File: config.mk
export PLATFORM = sky130hd
export DESIGN_NAME = j1_loader
export DESIGN_NICKNAME = d
export VERILOG_FILES = /design/src/rtl/j1_loader_pkg.sv /design/src/rtl/j1_loader_csum.sv /design/src/rtl/j1_loader.sv
export SDC_FILE = /design/constraint.sdc
export NUM_CORES = 1
export LEC_CHECK = 0
export ABC_AREA = 0
export CAP_MARGIN = 20
export CORE_MARGIN = 1
export CORE_UTILIZATION = 68
export CTS_CLUSTER_DIAMETER = 120
export DETAILED_ROUTE_END_ITERATION = 10
export DONT_BUFFER_PORTS = 1
export PLACE_DENSITY = 0.84
export SETUP_SLACK_MARGIN = 0.02
export SLEW_MARGIN = 10
export SYNTH_ARGS = -nofsm -noshare
export SYNTH_HDL_FRONTEND = slang
export SYNTH_SLANG_ARGS = --single-unit
File: constraint.sdc
create_clock -name i_clk -period 4.4 [get_ports i_clk]
set_input_delay 0.88 -clock i_clk [delete_from_list [all_inputs] [get_ports i_clk]]
set_output_delay 0.88 -clock i_clk [all_outputs]
set_load 0.03 [all_outputs]
File: src/rtl/j1_loader_pkg.sv
// j1_loader_pkg: shared definitions for the j1 boot loader.
//   - state encoding of the frame-receive FSM
//   - sticky error codes reported on the err port
//   - frame byte order (length and data words travel low byte first)
package j1_loader_pkg;

    localparam logic [2:0] ENC_LEN_LO  = 3'd0;
    localparam logic [2:0] ENC_LEN_HI  = 3'd1;
    localparam logic [2:0] ENC_DATA_LO = 3'd2;
    localparam logic [2:0] ENC_DATA_HI = 3'd3;
    localparam logic [2:0] ENC_CSUM    = 3'd4;
    localparam logic [2:0] ENC_RUN     = 3'd5;
    localparam logic [2:0] ENC_ERROR   = 3'd6;

    typedef enum logic [2:0] {
        ST_LEN_LO  = ENC_LEN_LO,
        ST_LEN_HI  = ENC_LEN_HI,
        ST_DATA_LO = ENC_DATA_LO,
        ST_DATA_HI = ENC_DATA_HI,
        ST_CSUM    = ENC_CSUM,
        ST_RUN     = ENC_RUN,
        ST_ERROR   = ENC_ERROR
    } state_t;

    localparam logic [1:0] ERR_NONE    = 2'b00;
    localparam logic [1:0] ERR_CSUM    = 2'b01;
    localparam logic [1:0] ERR_LEN     = 2'b10;
    localparam logic [1:0] ERR_TIMEOUT = 2'b11;

    // Multi-byte fields are little-endian: the first byte received is the LSB.
    function automatic logic [15:0] frame_word(input logic [7:0] first_byte,
                                               input logic [7:0] second_byte);
        return {second_byte, first_byte};
    endfunction

endpackage

File: src/rtl/j1_loader_csum.sv
// j1_loader_csum: 8-bit wrap-around frame checksum accumulator.
// Ports:
//   i_clk, i_reset  - clock, synchronous active-high reset
//   i_clear         - restart the sum (with i_data if i_add is also set, else 0)
//   i_add           - add i_data into the running sum
//   i_data          - byte being accepted
//   o_is_zero       - the sum including the byte presented on i_data is 0x00
module j1_loader_csum (
    input  logic       i_clk,
    input  logic       i_reset,
    input  logic       i_clear,
    input  logic       i_add,
    input  logic [7:0] i_data,
    output logic       o_is_zero
);

    logic [7:0] r_sum;
    logic [7:0] w_sum_next;

    assign w_sum_next = r_sum + i_data;

    always_ff @(posedge i_clk) begin
        if (i_reset) begin
            r_sum <= 8'h00;
        end else if (i_clear) begin
            r_sum <= i_add ? i_data : 8'h00;
        end else if (i_add) begin
            r_sum <= w_sum_next;
        end
    end

    // Looks through the byte on i_data so the checksum byte can be judged
    // in the same cycle it is accepted.
    assign o_is_zero = (w_sum_next == 8'h00);

endmodule

File: src/rtl/j1_loader.sv
// j1_loader: boot sequencer for the j1 core. Holds the core in reset, takes a
// framed image {LEN lo, LEN hi, N x (data lo, data hi), CSUM} from a byte
// stream, writes it to code RAM and releases the core on a good checksum.
// Optional build macro: J1_LOADER_TIMEOUT_EN adds an inter-byte timeout.
// Ports:
//   i_clk, i_reset              - clock, synchronous active-high reset
//   i_rx_data, i_rx_valid       - incoming byte stream
//   o_rx_ready                  - byte accepted when i_rx_valid & o_rx_ready
//   i_reload                    - return to reset and re-arm (RUN only)
//   o_code_we/waddr/wdata       - code RAM write port, one strobe per word
//   o_core_resetq               - active-low reset to the j1 core
//   o_busy, o_load_done, o_err  - status
//
// state      | meaning
// -----------+--------------------------------------------------------
// LEN_LO     | idle, waiting for length low byte
// LEN_HI     | waiting for length high byte, range check on accept
// DATA_LO    | waiting for word low byte
// DATA_HI    | waiting for word high byte, write issued next cycle
// CSUM       | waiting for checksum byte
// RUN        | core released, input stalled, waiting for reload
// ERROR      | bad frame; next byte is a new length low byte
module j1_loader
    import j1_loader_pkg::*;
#(
    parameter int CODE_AW = 13
`ifdef J1_LOADER_TIMEOUT_EN
    , parameter int TIMEOUT = 100000
`endif
) (
    input  logic               i_clk,
    input  logic               i_reset,
    input  logic [7:0]         i_rx_data,
    input  logic               i_rx_valid,
    output logic               o_rx_ready,
    input  logic               i_reload,
    output logic               o_code_we,
    output logic [CODE_AW-1:0] o_code_waddr,
    output logic [15:0]        o_code_wdata,
    output logic               o_core_resetq,
    output logic               o_busy,
    output logic               o_load_done,
    output logic [1:0]         o_err
);

    localparam logic [16:0] LEN_CAP = 17'(2 ** CODE_AW);

    state_t             r_state;
    state_t             w_state_next;
    logic               w_hs;
    logic [15:0]        w_len;
    logic               w_len_over;
    logic               w_len_zero;
    logic               w_last_word;
    logic               w_csum_zero;
    logic               w_sum_clear;
    logic               w_timeout;
    logic               w_err_set;
    logic [1:0]         w_err_code;
    logic               w_load_good;

    logic [7:0]         r_len_lo;
    logic [CODE_AW-1:0] r_len_m1;
    logic [CODE_AW-1:0] r_widx;
    logic [7:0]         r_lo;
    logic               r_we;
    logic [CODE_AW-1:0] r_waddr;
    logic [15:0]        r_wdata;
    logic               r_core_resetq;
    logic               r_load_done;
    logic [1:0]         r_err;

    assign o_rx_ready  = (r_state != ST_RUN);
    assign w_hs        = i_rx_valid & o_rx_ready;
    assign w_len       = frame_word(r_len_lo, i_rx_data);
    assign w_len_over  = ({1'b0, w_len} > LEN_CAP);
    assign w_len_zero  = (w_len == 16'h0000);
    assign w_last_word = (r_widx == r_len_m1);

    // LEN_LO and ERROR start a fresh sum with the accepted byte; RUN and a
    // timeout leave it at zero for the next frame.
    assign w_sum_clear = (r_state == ST_LEN_LO) || (r_state == ST_ERROR) ||
                         (r_state == ST_RUN) || w_timeout;

    j1_loader_csum u_csum (
        .i_clk     (i_clk),
        .i_reset   (i_reset),
        .i_clear   (w_sum_clear),
        .i_add     (w_hs),
        .i_data    (i_rx_data),
        .o_is_zero (w_csum_zero)
    );

`ifdef J1_LOADER_TIMEOUT_EN
    localparam int TO_W = $clog2(TIMEOUT + 1);

    logic [TO_W-1:0] r_idle;
    logic            w_timed;

    assign w_timed = (r_state == ST_LEN_HI) || (r_state == ST_DATA_LO) ||
                     (r_state == ST_DATA_HI) || (r_state == ST_CSUM);

    always_ff @(posedge i_clk) begin
        if (i_reset) begin
            r_idle <= TO_W'(TIMEOUT - 1);
        end else if (!w_timed || w_hs || w_timeout) begin
            r_idle <= TO_W'(TIMEOUT - 1);
        end else begin
            r_idle <= r_idle - 1'b1;
        end
    end

    assign w_timeout = w_timed && !w_hs && (r_idle == '0);
`else
    assign w_timeout = 1'b0;
`endif

    always_ff @(posedge i_clk) begin
        if (i_reset) begin
            r_state <= ST_LEN_LO;
        end else begin
            r_state <= w_state_next;
        end
    end

    always_comb begin
        w_state_next = r_state;
        w_err_set    = 1'b0;
        w_err_code   = ERR_NONE;
        w_load_good  = 1'b0;
        if (w_timeout) begin
            w_state_next = ST_LEN_LO;
            w_err_set    = 1'b1;
            w_err_code   = ERR_TIMEOUT;
        end else begin
            case (r_state)
                ST_LEN_LO: if (w_hs) w_state_next = ST_LEN_HI;
                ST_LEN_HI: begin
                    if (w_hs) begin
                        if (w_len_over) begin
                            w_state_next = ST_ERROR;
                            w_err_set    = 1'b1;
                            w_err_code   = ERR_LEN;
                        end else if (w_len_zero) begin
                            w_state_next = ST_CSUM;
                        end else begin
                            w_state_next = ST_DATA_LO;
                        end
                    end
                end
                ST_DATA_LO: if (w_hs) w_state_next = ST_DATA_HI;
                ST_DATA_HI: if (w_hs) w_state_next = w_last_word ? ST_CSUM : ST_DATA_LO;
                ST_CSUM: begin
                    if (w_hs) begin
                        if (w_csum_zero) begin
                            w_state_next = ST_RUN;
                            w_load_good  = 1'b1;
                        end else begin
                            w_state_next = ST_ERROR;
                            w_err_set    = 1'b1;
                            w_err_code   = ERR_CSUM;
                        end
                    end
                end
                ST_RUN:   if (i_reload) w_state_next = ST_LEN_LO;
                ST_ERROR: if (w_hs) w_state_next = ST_LEN_HI;
                default:  w_state_next = ST_LEN_LO;
            endcase
        end
    end

    always_ff @(posedge i_clk) begin
        if (i_reset) begin
            r_len_lo      <= 8'h00;
            r_len_m1      <= '0;
            r_widx        <= '0;
            r_lo          <= 8'h00;
            r_we          <= 1'b0;
            r_waddr       <= '0;
            r_wdata       <= 16'h0000;
            r_core_resetq <= 1'b0;
            r_load_done   <= 1'b0;
            r_err         <= ERR_NONE;
        end else begin
            r_we          <= 1'b0;
            r_load_done   <= w_load_good;
            r_core_resetq <= (w_state_next == ST_RUN);
            if (w_err_set) begin
                r_err <= w_err_code;
            end else if (w_load_good) begin
                r_err <= ERR_NONE;
            end
            if (w_hs && !w_timeout) begin
                case (r_state)
                    ST_LEN_LO, ST_ERROR: r_len_lo <= i_rx_data;
                    ST_LEN_HI: begin
                        r_len_m1 <= CODE_AW'(w_len - 16'd1);
                        r_widx   <= '0;
                    end
                    ST_DATA_LO: r_lo <= i_rx_data;
                    ST_DATA_HI: begin
                        r_we    <= 1'b1;
                        r_waddr <= r_widx;
                        r_wdata <= frame_word(r_lo, i_rx_data);
                        // Hold at the last index so a full image never wraps to 0.
                        if (!w_last_word) begin
                            r_widx <= r_widx + 1'b1;
                        end
                    end
                    default: ;
                endcase
            end
        end
    end

    assign o_code_we     = r_we;
    assign o_code_waddr  = r_waddr;
    assign o_code_wdata  = r_wdata;
    assign o_core_resetq = r_core_resetq;
    assign o_busy        = (r_state != ST_LEN_LO) && (r_state != ST_RUN) &&
                           (r_state != ST_ERROR);
    assign o_load_done   = r_load_done;
    assign o_err         = r_err;

endmodule
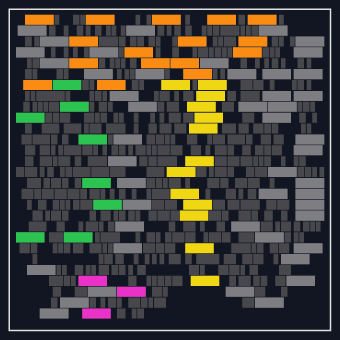
Figure 1: run 1, where the registers sit.
Drawn at 4 px/um. Other sequential cells in the stronger grey, the rest of the logic in the fainter grey.
| colour | netlist name | sequential cells |
|---|---|---|
| magenta | r_state | 3 |
| yellow | r_len_m1 | 13 |
| green | u_csum.r_sum | 8 |
| orange | o_code_wdata | 16 |

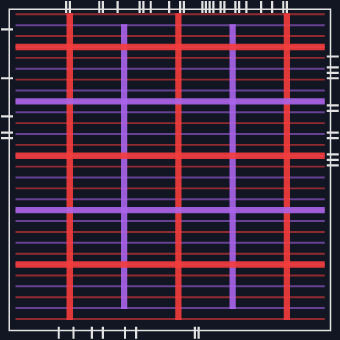
Figure 2: run 1, supply network.
Drawn at 4 px/um. Pins as bars on the die edge.
| colour | net |
|---|---|
| purple | VDD |
| red | VSS |
signal pins: 48
met5 straps: 5
met1 rails: 29
met4 straps: 5
rows: 28

==> metrics.csv, run 1 <==
stage,metric,value,unit
global_route,globalRoute.totalOverflow,0,
final_layout,area.sequential,1740,sq um
drt,vias_per_cell,6.20,
clocking,cts_tree,done,
drt,drtIter0Drc,216,
synthesis,mux_area_frac,0,
worst_setup_path,path_cells,"ha_1, fa_1, a211oi_1, o21ba_2, o21ai_0, nor4b_1, nand2_1, a32o_1",
floorplanning,fp.coreArea,5890,sq um
synthesis,common_cells,"nand2_1 (109), dfxtp_1 (87), a21oi_1 (60)",
placed_design,dp_hpwl,6410,um
synthesis,ys_types,50,
clocking,clk_pin_slew,0.09,ns
synthesis,synth_flops,87,
floorplanning,die_y,80.0,um
floorplanning,boundaryPins,48,
clocking,cts_setup_buffers,0,
sta,drv_slew,0,
job,cap_violations,0,
sta,max_freq,0.352,GHz
clocking,numCtsBuffers,9,
worst_setup_path,crit_type,in -> reg,
drt,routed_wl,9190,um
drt,first_pass_iters,4,
worst_setup_path,cp_slowest_cell,nor4b_1,
final_layout,drive_gt1_frac,0.0562,
drt,dr_total_vias,3554,
worst_hold_path,min-delay-start,r_lo[4],
clocking,htreeDepth,3,
floorplanning,die_w,80.0,um
synthesis,flop_cell,dfxtp_1,
power,power.share.clock,0.317,
worst_setup_path,startpoint_type,input port,
power,seqPwrFrac,0.523,
synthesis,simple_gate_area_frac,0.249,
worst_setup_path,arrival,3.09,ns
power,max-vdd-ir-drop,0.000260,V
worst_setup_path,cp_top_family,AND-OR/OR-AND gates,
clocking,clockBufferDepth,2,
global_route,grt_pass1_wl,14800,um
worst_setup_path,worst-path-max-fanout,11,
final_layout,nFillCells,477,
synthesis,xor_share,0.0509,
synthesis,top_area_cell,dfxtp_1,
final_layout,final_common_cell,nand2_1,
synthesis,ys_seq_frac,0.421,
final_layout,n_antenna_cell,0,
worst_setup_path,reg2reg_from,u_csum.r_sum[0],
worst_hold_path,hold_path.class,reg -> reg,
worst_setup_path,cp.buffers_inverters,0,
outcome,status,completed,
synthesis,postSynthCellCount,514,
clocking,cts_resized,0,
synthesis,topCellsByArea,"dfxtp_1 (42%), nand2_1 (9.9%), a21oi_1 (7.3%)",
job,warnings,27,
power,comb-power,0.000258,W
sta,worst_clock_skew,0.0102,ns
floorplanning,fp-utilization,0.702,
synthesis,yosys.area.top_type_share,0.421,
worst_setup_path,required,4.66,ns
synthesis,yosys_warnings,0,
sta,relSlewSlack,0.274,
synthesis,ys_cells,514,
synthesis,netlist_area,4130,sq um
global_route,gr-usage-all-layers,0.305,
synthesis,syn_nets,537,
power,power.total,0.00163,W
clocking,hold_buffers,0,
synthesis,ys_area,4130,sq um
final_layout,area_growth_syn_to_layout,3.06,%
clocking,clockRootBuffer,clkbuf_8,
worst_setup_path,r2r_slack,1.76,ns
sta,fin_tns_setup,0,ns
global_route,grt_pass1_vias,3162,
synthesis,synth_top_cell_by_count,nand2_1,
drt,wl_per_cell,16.0,um
power,swShare,0.302,
synthesis,edf_count,0,
worst_setup_path,slowest_delay,0.46,ns
drt,drtAntennaViolNets,0,
power,seq-power,0.000851,W
sta,min_period,2.84,ns
placed_design,gp_congestion,0.815,
synthesis,compound_area_frac,0.200,
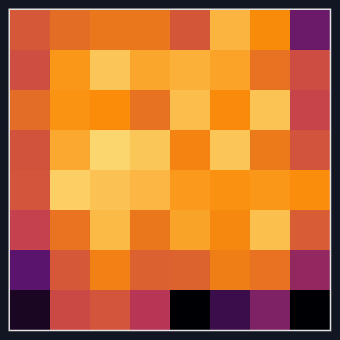
Figure 3: run 1, cell area per tile.
Drawn at 4 px/um. The die is cut into 8 by 8 equal tiles; black is low, pale yellow is high, 0 to 100% covered.
fullest tile: 91%
mean over tiles: 65%
nearly empty tiles: 3.1%
tiles over 75% full: 38%

[run 1: metrics by stage]
| step | area (sq um) | worst slack (ns) | hold slack [ns] | utilization | instances |
|---|---|---|---|---|---|
| final | 4260 | 1.56 | 0.458 | 0.724 | 573 |
| after global routing | 4260 | 1.47 | 0.482 | 0.724 | 573 |
| after CTS | 4260 | 1.60 | 0.455 | 0.724 | 573 |
| after detailed placement | 4080 | 1.22 | 0.442 | 0.693 | 557 |
| after global placement | 4080 | 1.36 | 0.438 | 0.693 | 557 |
| after floorplan | 4130 | 1.58 | 0.432 | - | 514 |
[run 1: final cells by class]
| class | instances | share of cell area |
|---|---|---|
| repair buffers | 1 | 0.00176 |
| multi-input cells | 388 | 0.520 |
| clock buffers | 10 | 0.0300 |
| inverters | 6 | 0.00529 |
| clock inverters | 6 | 0.0123 |
| well taps | 75 | 0.0220 |
| flip-flops and latches | 87 | 0.409 |
[run 1: worst reg2reg max path, stage by stage, from the launching register on]
cell	delay [ns]
dfxtp_1	0.32
ha_1	0.21
fa_1	0.41
a211oi_1	0.42
o21ba_2	0.23
o21ai_0	0.08
nor4b_1	0.46
nand2_1	0.16
a32o_1	0.24
[run 1: layer usage]
layer	vias up	routed length, um	track usage
met5	-	0	0
met4	0	188	0.129
met3	17	400	0.0503
met2	94	4550	0.532
met1	1663	4060	0.369
li1	1780	-	-
[run 1: worst paths after layout]
path,cells after the start,endpoint
setup / recovery,8,o_err[0]
hold / removal,2,r_lo[4]
setup reg to reg,8,o_err[0]
hold reg to reg,2,r_lo[4]
[run 1: registers in the layout, summed over array words and instances, names as in the netlist]
signal	cells
u_csum.r_sum	8
o_load_done	1
o_core_resetq	1
r_len_m1	13
r_lo	8
o_code_waddr	13
r_state	3
o_code_wdata	16
o_code_we	1
r_len_lo	8
o_err	2
r_widx	13
==> run 2: changes to the inputs <==
--- a/config.mk
+++ b/config.mk
@@ -8,11 +8,11 @@
 export ABC_AREA = 0
 export CAP_MARGIN = 20
 export CORE_MARGIN = 1
-export CORE_UTILIZATION = 68
+export CORE_UTILIZATION = 63
 export CTS_CLUSTER_DIAMETER = 120
 export DETAILED_ROUTE_END_ITERATION = 10
 export DONT_BUFFER_PORTS = 1
-export PLACE_DENSITY = 0.84
+export PLACE_DENSITY = 0.79
 export SETUP_SLACK_MARGIN = 0.02
 export SLEW_MARGIN = 10
 export SYNTH_ARGS = -nofsm -noshare
==> constraint.sdc (replaced) <==
create_clock -name i_clk -period 2.9 [get_ports i_clk]
set_input_delay 0.58 -clock i_clk [delete_from_list [all_inputs] [get_ports i_clk]]
set_output_delay 0.58 -clock i_clk [all_outputs]
set_load 0.03 [all_outputs]
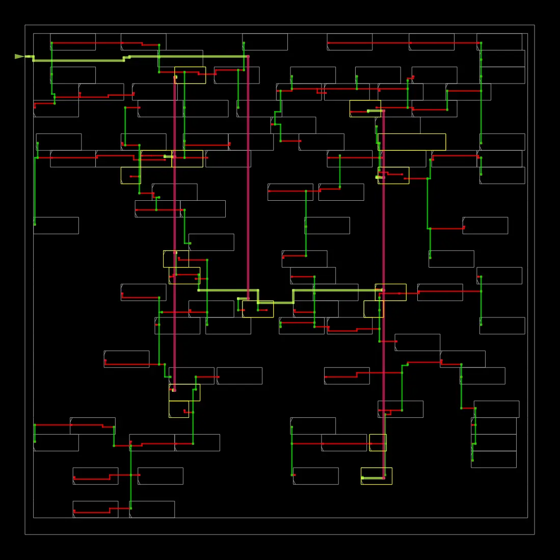
Figure 4: run 2, the clock network.
Clk. pwr: 0.000887 W
Seq Cell Count: 87
clkbuf count: 10

==> run 2 against run 1 <==
  * Non-clock buffer count grew 6
  * Critical path depth is the same
  * Sequential cell count is the same
  * Hold slack lost 0.18 ns
  * Combinational power grew 53%
  * Largest power group unchanged
  * Synthesized cell count is the same
  * Clock-buffer cell count is the same
  * Register-to-register slack lost 1.4 ns
==> metrics.csv, run 2 <==
stage,metric,value,unit
drt,drtAntennaViolNets,0,
worst_setup_path,worst-path-max-fanout,3,
synthesis,common_cells,"nand2_1 (109), dfxtp_1 (87), a21oi_1 (60)",
worst_setup_path,path_cells,"ha_1, fa_1, a211oi_1, o21ba_2, o21ai_0, nor4b_1, nand2_1, a32o_1",
clocking,cts_tree,done,
synthesis,yosys_warnings,0,
placed_design,placed_cell_area,4130,sq um
floorplanning,boundaryPins,48,
synthesis,ys_types,50,
worst_hold_path,hold_path.class,in -> reg,
synthesis,netlist_area,4130,sq um
clocking,clk_pin_slew,0.09,ns
worst_setup_path,slowest_delay,0.43,ns
final_layout,stdcell_count,581,
synthesis,flop_cell,dfxtp_1,
global_route,grt_pass1_vias,3266,
sta,max_freq,0.393,GHz
final_layout,stdcell_area,4340,sq um
sta,drv_slew,0,
synthesis,topCellsByArea,"dfxtp_1 (42%), nand2_1 (9.9%), a21oi_1 (7.3%)",
power,seqPwrFrac,0.502,
placed_design,dp_hpwl,6610,um
power,power.share.clock,0.345,
drt,drtIter0Drc,183,
sta,fin_tns_setup,0,ns
synthesis,top_area_cell,dfxtp_1,
outcome,status,completed,
worst_setup_path,required,3.16,ns
synthesis,yosys.area.top_type_share,0.421,
global_route,grt_pass1_wl,15300,um
final_layout,finish.utilization,0.683,
synthesis,synth_top_cell_by_count,nand2_1,
synthesis,ys_cells,514,
clocking,hold_buffers,0,
clocking,htreeDepth,3,
drt,vias_per_cell,6.13,
power,power.total,0.00257,W
final_layout,drive_gt1_frac,0.0694,
synthesis,ys_seq_frac,0.421,
synthesis,edf_count,0,
final_layout,area_growth_syn_to_layout,5.00,%
drt,dr_total_vias,3563,
synthesis,syn_nets,537,
global_route,globalRoute.totalOverflow,0,
clocking,numCtsBuffers,9,
final_layout,n_antenna_cell,0,
placed_design,dpl_worst_slack,0.122,ns
power,swShare,0.288,
final_layout,final_common_cell,nand2_1,
final_layout,largest_register_ffs,16,
drt,routed_wl,9340,um
synthesis,postSynthCellCount,514,
job,cap_violations,0,
placed_design,gp_congestion,0.835,
global_route,gr-usage-all-layers,0.275,
drt,wl_per_cell,16.1,um
clocking,cts_setup_buffers,0,
clocking,cts_resized,0,
clocking,clockBufferDepth,2,
sta,worst_clock_skew,0.00643,ns
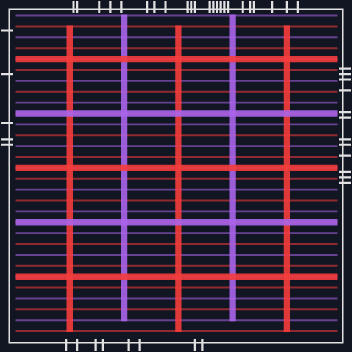
Figure 5: run 2, supply network.
Drawn at 4 px/um. Pins as bars on the die edge.
Die Width: 83.0 um
Core Region: 6350 sq um
Chip Height: 83.0 um
worst ir drop on vdd: 0.000439 V

==> run 2: cell counts after synthesis <==
Identical to the previous run, type by type.
==> run 2: worst max-delay path: cells and delay by family (launching register included) <==
| family | cells | cell delay [ns] |
|---|---|---|
| AOI/OAI and AO/OA | 4 | 0.91 |
| DFF | 1 | 0.32 |
| adders and majority gates | 2 | 0.61 |
| and+or+nand+nor | 2 | 0.60 |
==> run 2: cell type report <==
class	count	area [sq um]
well taps	77	96.3
fillers	566	2010
clock buffers	10	138
repair buffers	7	52.6
flip-flops and latches	87	1740
multi-input cells	388	2210
clock inverters	6	75.1
inverters	6	22.5
==> run 2: path summary, 6_finish.rpt <==
check,from,endpoint,slack [ns],cells past startpoint
max,u_csum.r_sum[0],o_err[0],0.36,8
min,i_reset,r_widx[0],0.28,1
max reg2reg,u_csum.r_sum[0],o_err[0],0.36,8
min reg2reg,r_lo[0],o_code_wdata[0],0.45,2
==> run 2: power by group through the flow <==
stage	combinational, W	clock, W	sequential, W
6_report	0.000394	0.000887	0.00129
5_1_grt	0.000443	0.000949	0.00130
4_1_cts	0.000392	0.000899	0.00129
3_5_place_dp	0.000390	0	0.00132
3_3_place_gp	0.000377	0	0.00132
2_1_floorplan	0.000349	0	0.00130
==> run 2: cell families (layout without fill, tap and decap cells) <==
kind of cell             after synthesis  in the layout  synth area share
AND/OR/NAND/NOR                      221            221             0.249
XOR/XNOR                              24             24            0.0509
flip-flops                            87             87             0.421
buffers and inverters                 39             29            0.0436
adder cells (fa/ha/maj)               11             11            0.0351
AND-OR/OR-AND                        132            132             0.200
==> run 2: routing by layer <==
metal	share of wire	track usage
met1	0.42	0.331
met2	0.50	0.476
met3	0.055	0.0477
met4	0.023	0.130
met5	0	0
No activity file was given, so power comes from the tool's default toggle rates.
